Design serial_link_pwr_seq, sky130hd; sources not shown.
Ports around the boundary:
Pins as bars across the die edge, other pins in gray.
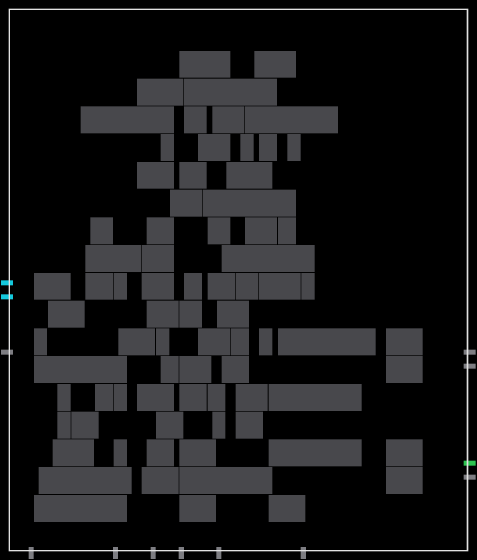
Key: green = `clk_ena_o` [pins 1, direction output, edge right]; cyan = `isolated_i` [pins 2, direction input, edge left]
Die H: 52.93 um
chip width: 44.77 um

Metal layers overlaid:
Two of the layers only.
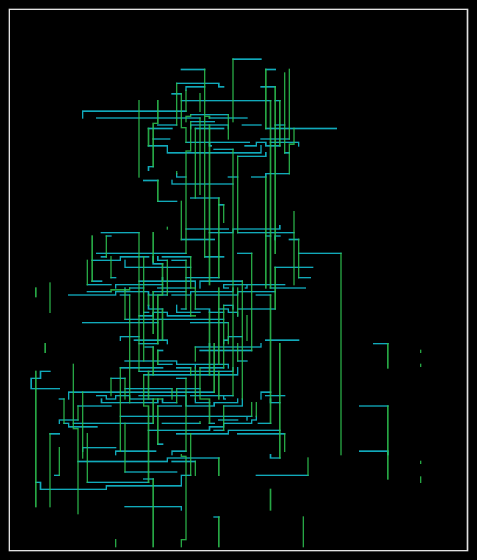
Key: cyan = metal 1 [wire length 596 um]; green = metal 2 [wire length 597 um]
GRT Total Usage: 0.1388
final wirelength: 1.280 mm
WL/cell: 13.20 um

Where the registers sit:
The bar under the picture is 10 um long. Other sequential cells in the stronger gray, the rest of the logic in the fainter gray.
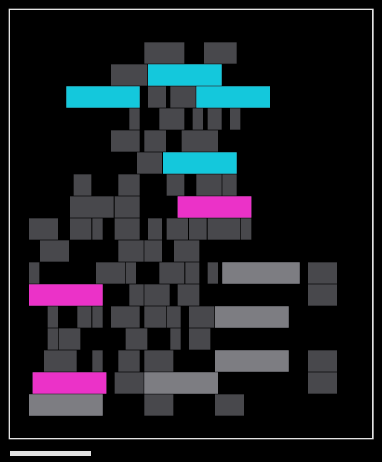
Key: cyan = `u_timer.cnt_q` [flops 4, where top middle]; magenta = `state_q` [flops 3]
Another 5 sequential cells are not colored.
Seq group: 242 uW
Sequential Area: 301.5 um^2
final core occ: 0.4483
Seq/total area: 0.3635

==> impl_metrics.py <==
# Synthesis and PnR figures
metrics = {
    "yosys": {
        "yosysWarnings": 0,
        "async_flop_share": 1.000,
        "synth_flops": 12,
        "yosysTopAreaCell": "dfrtp_1",
        "synthAdderAreaFrac": 0.01792,
        "synth_cells": 69,
        "synth-main-ff-cell": "dfrtp_1",
        "synth-xor-area-share": 0.01254,
    },
    "final_timing": {
        "finalCriticalPeriod_ns": 2.031,
        "fmax_mhz": 492.5,
        "skew_ns": 0.003656,
    },
    "hold_path": {
        "holdPathStages": 2,
    },
    "clocking": {
        "postCtsSetupBuffers": 0,
        "cts_sinks": 12,
        "cts_hold_buf": 0,
    },
    "drt": {
        "ant_nets": 0,
    },
    "floorplan": {
        "die-area_um2": 2369,
    },
    "setup_path": {
        "crit_slowest_cell": "dfstp_2",
        "crit_fanout": 2,
        "end_kind": "output pin",
        "crit_path_cell_trace": "clkdlybuf4s50_1",
        "path_class": "reg -> out",
    },
    "job": {
        "drv_cap": 0,
    },
    "layout": {
        "layout.cells.non_filler": 97,
    },
    "run_status": {
        "status": "completed",
    },
}
## power breakdown
group,internal [mW],switching [mW]
Sequential,0.184,0.0582
Clock,0.0633,0.0491
Combinational,0.119,0.0988
Total,0.366,0.206
## layout make-up
type / instances / area [um^2] / area share
inverters: 3 / 11.26 / 0.01357
clock buffers: 4 / 36.28 / 0.04374
flip-flops and latches: 12 / 301.5 / 0.3635
multi-input cells: 49 / 356.6 / 0.4299
repair buffers: 10 / 100.1 / 0.1207
well taps: 19 / 23.77 / 0.02866
## metal layers
metal / GRT usage / vias up / wire length (um)
li1: - / 268 / -
met1: 0.1760 / 263 / 596
met2: 0.2101 / 12 / 596
met3: 0.01024 / 5 / 35
met4: 0.1176 / 0 / 51
met5: 0 / - / 0
## per-stage QoR
stage                     area, um^2  utilization  hold slack [ns]  total power [mW]  setup slack [ns]
after CTS                      829.5       0.4483           0.6119            0.5721             1.467
after floorplan                698.2            -           0.4044            0.3983             1.951
after global routing           829.5       0.4483           0.6619            0.6196             1.447
after detailed placement       793.3       0.4287           0.5884            0.4611             1.242
final                          829.5       0.4483           0.6097            0.5719             1.469
after global placement         793.3       0.4287           0.5840            0.4491             1.237
## worst register-to-register path: stages (launching register included)
cell,delay (ns)
dfrtp_1,0.38
inv_1,0.09
ha_1,0.24
nor3b_2,0.40
a21oi_1,0.19
a211o_1,0.30
## cells in the final DEF (no fill, tap or decap), types with 2 or more instances in the layout
| cell | n |
|---|---|
| a21oi_1 | 3 |
| nand4_1 | 2 |
| nand2_1 | 2 |
| o21ai_0 | 2 |
| clkdlybuf4s50_1 | 10 |
| or3b_1 | 2 |
| dfrtp_1 | 11 |
| nor2_1 | 7 |
| inv_1 | 3 |
| nand4b_1 | 3 |
| clkbuf_4 | 3 |
| mux2_2 | 2 |
Power is estimated from default activity; no workload was simulated.
